Design vc_domain_mux_pipe_flat, sky130hd; sources not shown.
**Run 1: signal wires by layer**

Scale bar: 20 um.
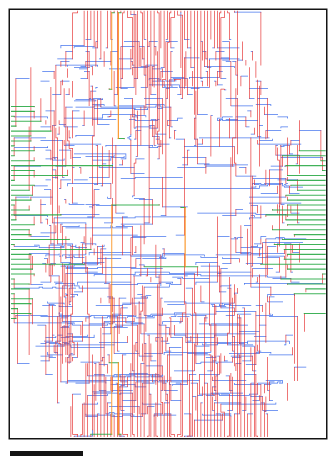
| colour | layer | wire length |
|---|---|---|
| blue | metal 1 | 2920 um |
| green | metal 3 | 624 um |
| red | metal 2 | 4660 um |
| orange | metal 4 | 155 um |
drt wl/cell: 17.8 um
Post-Route WL: 8.37 mm

**Run 1: I/O pins on the die edge**

Pins as bars across the die edge, other pins in grey.
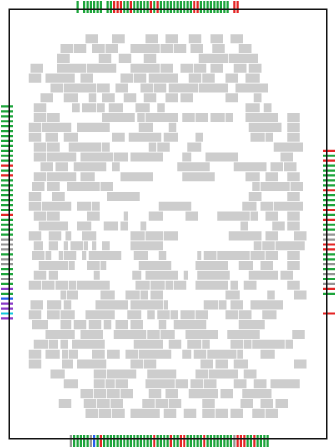
| colour | port | pins | direction | edge |
|---|---|---|---|---|
| blue | `bus_sel` | 2 | input | 1 bottom, 1 left |
| red | `bus_out_msg` | 32 | output | 10 top, 10 bottom, 9 right, 3 left |
| green | `bus_in_msg` | 128 | input | 46 bottom, 36 top, 29 left, 17 right |
| purple | `bus_in_val` | 4 | input | left |
| cyan | `bus_out_rdy` | 1 | input | left |
all pins by edge: 60 bottom, 46 top, 44 left, 31 right
port bufs: 180
horizontal die size: 87.2 um
height of the die: 118 um

**Run 1: placed standard cells**

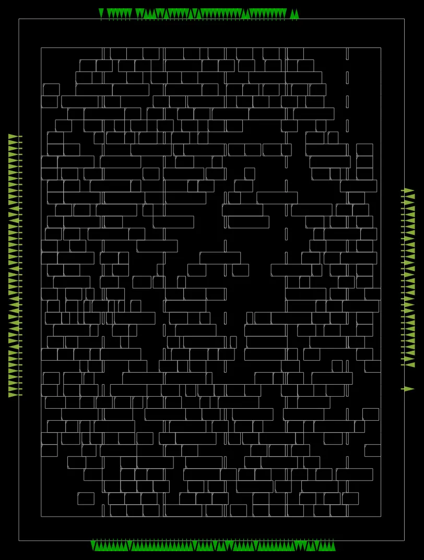
fraction of area in registers: 19.3%
number of standard-cell rows in the floorplan: 39
final standard cell count with taps included and fillers excluded: 470
core region area: 0.00815 mm^2

**Run 1: I/O nets highlighted**

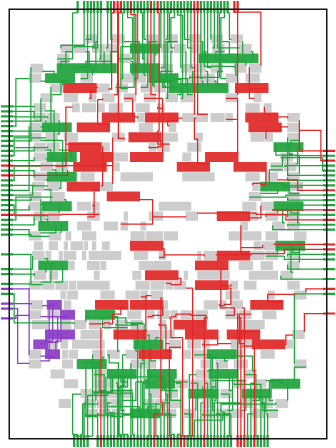
| colour | port | direction | end cells | buffers | wire |
|---|---|---|---|---|---|
| red | `bus_out_msg` | output | 32 | 32 | 1280 um |
| green | `bus_in_msg` | input | 32 | 128 | 2810 um |
| purple | `bus_in_val` | input | 5 | 4 | 132 um |
total I/O pin count: 181

==> run summary, run 1 <==
Physical implementation.

- The final core area utilization is 57.2%.
- The count of different cell masters after synthesis is 21.
- Clock skew on the completed layout was measured at about 6.7 ps.
- The yosys stat chip area is 0.00250 mm^2.
- Looking at the group totals, the largest power group turns out to be combinational logic.
- For reference, the post-synthesis area per instance comes to 14.4 um^2.
- The number of post-CTS setup repair buffers is 0.
- CTS reports a maximum clock tree buffer depth of 2.
- The post-synthesis share of cell area spent on full adders, half adders and majority gates is 0%.
- The most utilized layer in the global route result is met2.
- Per the synth log, the flip-flop and latch total comes to 36.
- Leaving out fill and tap cells, the most frequent cells in the layout are 172 x sky130_fd_sc_hd__clkdlybuf4s50_1, 36 x sky130_fd_sc_hd__dfrtp_1, 35 x sky130_fd_sc_hd__nor2b_1, 34 x sky130_fd_sc_hd__mux4_2, 25 x sky130_fd_sc_hd__mux2_1.
- The clock buffer instance count of the final layout is 7.
- The count of buffer and inverter cells on the critical path is 1.
- The type of the most critical hold path is in2reg.
- The completed layout was analyzed and its total power is 3.31 mW.
- The path depth of the worst reg2reg path is 5.
- On the critical path, the stage with the largest delay is an instance of sky130_fd_sc_hd__clkdlybuf4s50_1.
- The total clock buffers created by CTS is 5.
- The routed design could run at a clock period as short as 1630 ps.
- Looking at the setup timing report, the critical path kind is reg2out.
- The hold violation count in the final report is 0.
- For this run, the detailed router's first-pass iteration total came to 2.
- The insertion delay to the later sink of the worst-skew pair is 270 ps.
- The path length in cells of the critical path is 1.
- Of the total power, combinational logic draws a little over two fifths.
- Per report_power, the sequential group accounts for between 30% and 40% of the total.
- In the final layout, excluding clock buffers the buffer count is 202.
- Per the final report, the share of cell area in clock cells is 3.22%.
- The transition time at the pin with the least slew margin is 545 ps.
- The largest net degree at the start of global routing is 29.
- The total placed instance area is 0.00446 mm^2.
- The script computed the net switching share of total power as 31.5%.
- The mapped netlist covers 0.00250 mm^2.
- For this configuration, the core starts out at a cell density of 30.7%.
- The final timing report gives a worst setup slack of just under 70 ps.
- The worst hold slack after final layout is 408 ps.
- The final HPWL from detailed placement is 7.01 mm.
- The count of filler cells inserted in the layout is between 700 and 800.
- The final critical-path share of the clock period is 96.0%.
- The share of flip-flops with an asynchronous set or reset after synthesis is 100%.
- The count of nets after finishing is 508.
- The count of clock tree sinks is 36.
- The met1 usage in global routing is about 17%.
- The worst-case headroom to the max-slew limit is 63.6%.
- According to the cell report, the number of logic gates is 121.
- The clock slew seen by the registers of the worst setup and hold paths is ~60 ps.
- The power in combinational cells is 1.40 mW.
- The total cells reported by yosys after synthesis is 174.
- The leading register cell type out of synthesis is sky130_fd_sc_hd__dfrtp_1.
- OpenSTA, run right after detailed placement, puts the worst setup slack at -1090 ps.
- The well tap count is 102.
- The net switching power in the latest report is 1.04 mW.
- The chip occupies 0.0103 mm^2.
- Synthesis produced 174 cells.
- The critical path data arrival time is 1460 ps.
- The count of nets left with antenna violations once routing finished came out at 0.
- The sort of element at the end of the critical path is an output pin.
- The routed via count divided by cell count is 4.80.
- Cells with a size suffix above 1 make up 21.5% of the layout.
- The leakage component of the power is between 1.5 and 2 nW.
- The count of library flops with an enable pin is 0.
- Of the post-synthesis cell area, the part taken by muxes is 47.2%.
- The via count is 2254.
- Global routing finished with a remaining overflow of 0.
- The area share of and/or/nand/nor cells after synthesis is a little under an eighth.
- The number of max-cap violations is 0.
- The number of cells on the worst hold path is listed as 4.
- Buffers inserted to repair hold after CTS numbered 1.
- The clock network power is 914 uW.
- The total inserted antenna cells is 0.
- The dominant delay contributor by cell family on the critical path is buffers and inverters.
- After its last routability iteration, the placer logged a weighted congestion of 0.800.
- OpenROAD emitted warnings numbering 27.
- Setup repair after global routing left no endpoint under its margin.
- The global-route met2 utilization is 31.2%.
- The critical path's largest stage delay is slightly above 800 ps.
- The internal power is 2.27 mW.
- The critical path goes through clkdlybuf4s50_1.
- The most frequent logic cell in the layout is sky130_fd_sc_hd__clkdlybuf4s50_1.
- The logic share of the area is 32.3%.
- The net count of the mapped netlist is ~320.
- The buffering overhead is 42.3%.
- The element type at the critical path start is a register.
- The final sum of negative setup slack is 0 ps.
- Wire segments on met2 add up to 4.66 mm in the final route.
- The timing report gives the worst reg2reg path a setup slack of between 200 and 300 ps.
- The root buffer selected by CTS is sky130_fd_sc_hd__clkbuf_16.
- The run finished with clean final reports.
- The register with the most flip-flops in the layout has 32 of them.
- From synthesis to final layout, the design area changed by 86.4%.
- From the final report, the count of setup violators was given as 0.
- The worst-case IR drop observed on VDD is 466 uV.
- The number of logic inverters in the finished layout is 1.
- Data on the critical path is required at its endpoint by about 1500 ps.
- The top routing layer in use is met4.
- The initial antenna violation count was 0.
- The sequential group power is 1.00 mW.
- The met3 demand-to-capacity share in global routing is 3.43%.
- The share of synthesized cell area in and-or and or-and compound cells is roughly 1.3%.
[run 1: cell usage after synthesis, types with 2 or more instances]
cell type	instances	area [um^2]
sky130_fd_sc_hd__buf_2	5	25.0
sky130_fd_sc_hd__buf_6	4	45.0
sky130_fd_sc_hd__clkbuf_1	5	18.8
sky130_fd_sc_hd__dfrtp_1	36	901
sky130_fd_sc_hd__mux2_1	25	282
sky130_fd_sc_hd__mux2_2	12	135
sky130_fd_sc_hd__mux4_2	34	766
sky130_fd_sc_hd__nand2_1	2	7.51
sky130_fd_sc_hd__nand3_1	3	15.0
sky130_fd_sc_hd__nor2_1	2	7.51
sky130_fd_sc_hd__nor2b_1	35	219
sky130_fd_sc_hd__nor3_1	2	10.0
## Run 2: what changed since run 1
--- a/config.mk
+++ b/config.mk
@@ -5,14 +5,13 @@
 export SDC_FILE = /design/constraint.sdc
 export NUM_CORES = 1
 export LEC_CHECK = 0
-export CAP_MARGIN = 10
 export CORE_ASPECT_RATIO = 1.4
 export CORE_MARGIN = 5
-export CORE_UTILIZATION = 30
+export CORE_UTILIZATION = 35
 export DETAILED_ROUTE_END_ITERATION = 7
 export GPL_TIMING_DRIVEN = 0
 export HOLD_SLACK_MARGIN = 0.08
-export PLACE_DENSITY = 0.71
+export PLACE_DENSITY = 0.81
 export SLEW_MARGIN = 20
 export SYNTH_ARGS = -nofsm -noshare
 export SYNTH_HDL_FRONTEND = slang
**Run 2: I/O nets highlighted**

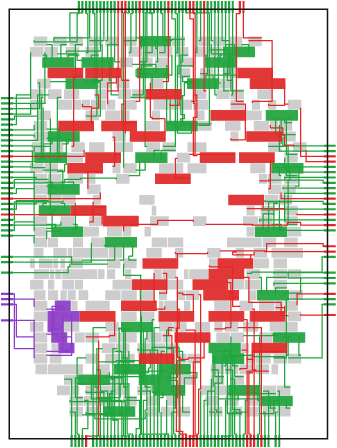
| colour | port | direction | end cells | buffers | wire |
|---|---|---|---|---|---|
| red | `bus_out_msg` | output | 32 | 32 | 1190 um |
| purple | `bus_in_val` | input | 5 | 4 | 122 um |
| green | `bus_in_msg` | input | 32 | 128 | 3300 um |

**Run 2: clock network drawn from the DEF**

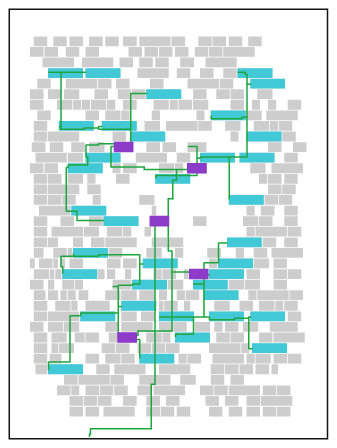
[green] clock wires | length: 530 um
[purple] clock drivers | count: 5
[cyan] flip-flops | count: 36
routed clock nets: 6
relative contribution of the clock network to total power: 21.6%
clock latency on the worst-skew pair: 290 ps
clock-net power: 662 uW

==> run 2 against run 1 <==
Compared with the run above:
- wire length grew 3.9%
- largest power group unchanged
- non-clock buffer count shrank 1
- global-route usage grew 3.2 points
- critical endpoint unchanged
==> run summary, run 2 <==
Physical implementation.

- The path length in cells of the critical path is 1 (unchanged).
- The width of the chip came to 81.5 um (was 87.2 um).
- The total clock buffers created by CTS is 5 (unchanged).
- The number of max-cap violations is 0 (unchanged).
- The hold-critical path depth was 4 (unchanged).
- Top logic cells by instance count in the layout: 173 x sky130_fd_sc_hd__clkdlybuf4s50_1, 36 x sky130_fd_sc_hd__dfrtp_1, 35 x sky130_fd_sc_hd__nor2b_1, 34 x sky130_fd_sc_hd__mux4_2, 25 x sky130_fd_sc_hd__mux2_1 (was 172 x sky130_fd_sc_hd__clkdlybuf4s50_1, 36 x sky130_fd_sc_hd__dfrtp_1, 35 x sky130_fd_sc_hd__nor2b_1, 34 x sky130_fd_sc_hd__mux4_2, 25 x sky130_fd_sc_hd__mux2_1).
- The instance count of the mapped netlist came to 174 (unchanged).
- The clock buffer instance count of the final layout is 7 (unchanged).
- The total placed instance area is 0.00445 mm^2 (was 0.00446 mm^2).
- The register-to-register setup slack is 250 ps (about the same).
- The routed via count divided by cell count is 4.93 (was 4.80).
- The count of library flops with an enable pin is 0 (unchanged).
- The multi-input logic cell count was 121 (unchanged).
- The sort of element at the end of the critical path is an output pin (unchanged).
- The initial antenna violation count is 0 (unchanged).
- The data required time at the worst endpoint is 1530 ps (about the same).
- The number of ports placed on the die boundary is 181 (unchanged).
- The area fraction in mux cells was 47.2% (unchanged).
- The count of nets after finishing came to 507 (was 508).
- The total standard cell area after synthesis is 0.00250 mm^2 (unchanged).
- The vertical die size came to 110 um (was 118 um).
- The final HPWL from detailed placement is 7.19 mm (was 7.01 mm).
- The core area is 0.00698 mm^2 (was 0.00815 mm^2).
- The most utilized layer in the global route result is met2 (unchanged).
- The sequential cell area share came to 19.6% (was 19.3%).
- The buffering overhead is 42.7% (was 42.3%).
- The die outline area was 0.00896 mm^2 (was 0.0103 mm^2).
- The path depth of the worst reg2reg path is 5 (unchanged).
- The count of port buffers added during placement is 180 (unchanged).
- The area share of and/or/nand/nor cells after synthesis is 11.3% (unchanged).
- The via count was 2272 (was 2254).
- The critical path's largest stage delay is 830 ps (about the same).
- The number of failing setup endpoints in the final timing report is 0 (unchanged).
- The clock slew seen by the registers of the worst setup and hold paths is 70 ps (was 60 ps).
- The pre-placement core utilization is 35.8% (was 30.7%).
- The final critical-path share of the clock period is 96.6% (was 96.0%).
- The heaviest power group is combinational logic (unchanged).
- The well tap count is 95 (was 102).
- The switching power came to 1.02 mW (was 1.04 mW).
- The total wirelength of the detailed-routed design is 8.69 mm (was 8.37 mm).
- The count of different cell masters after synthesis is 21 (unchanged).
- The yosys stat chip area is 0.00250 mm^2 (unchanged).
- The signed area change from the synthesized netlist to the final layout is 83.4% (was 86.4%).
- The root buffer selected by CTS is sky130_fd_sc_hd__clkbuf_8 (was sky130_fd_sc_hd__clkbuf_16).
- Commonest cells post-synth: 36 x sky130_fd_sc_hd__dfrtp_1, 35 x sky130_fd_sc_hd__nor2b_1, 34 x sky130_fd_sc_hd__mux4_2 (unchanged).
- The post-synthesis share of cell area spent on full adders, half adders and majority gates is 0% (unchanged).
- The total cells reported by yosys after synthesis came to 174 (unchanged).
- Leading cell types by total area after synthesis: sky130_fd_sc_hd__dfrtp_1 36%, sky130_fd_sc_hd__mux4_2 31%, sky130_fd_sc_hd__mux2_1 11% (unchanged).
- The count of filler cells inserted in the layout is 553 (was 719).
- The final critical-path required period came to 1640 ps (was 1630 ps).
- The flip-flop count of the largest register, all copies and words added is 32 (unchanged).
- The routability congestion estimate from global placement came to 0.751 (was 0.800).
- The critical path data arrival time is 1470 ps (was 1460 ps).
- The number of logic inverters in the finished layout is 1 (unchanged).
- Result of the run: complete, no violations (unchanged).
- The sequential group power is 1.00 mW (about the same).
- The element type at the critical path start is a register (unchanged).
- The top routing layer in use was met4 (unchanged).
- The highest ir drop seen on vdd is 459 uV (was 466 uV).
- The type of the setup path with the least slack is reg2out (unchanged).
- The global-route met2 utilization is 35.7% (was 31.2%).
- The hold violation count in the final report is 0 (unchanged).
- The count of buffer and inverter cells on the critical path came to 1 (unchanged).
## run 2: metrics by stage
| step | TNS, ps | hold slack (ps) | utilization (%) |
|---|---|---|---|
| detailed placement | -21850 | 70.6 | 63.7 |
| global route | 0 | 411 | 65.7 |
| finish | 0 | 390 | 65.7 |
| global placement | -71860 | 591 | 63.5 |
| floorplan | -291 | -126 | - |
| CTS | -0.528 | 383 | 65.3 |
## run 2: cells by family after synthesis
logic type | Yosys count
muxes | 71
buffers and inverters | 17
AOI/OAI and AO/OA | 4
DFF | 36
and+or+nand+nor | 46
## run 2: timing repair
| item | in CTS | in global routing |
|---|---|---|
| endpoints found under the setup margin | 33 | 23 |
| gates resized | 34 | 5 |
| endpoints found under the hold margin | 36 | 0 |
| hold buffers | 1 | 0 |
| setup buffers | 0 | 3 |
No activity file was given, so power comes from the tool's default toggle rates.
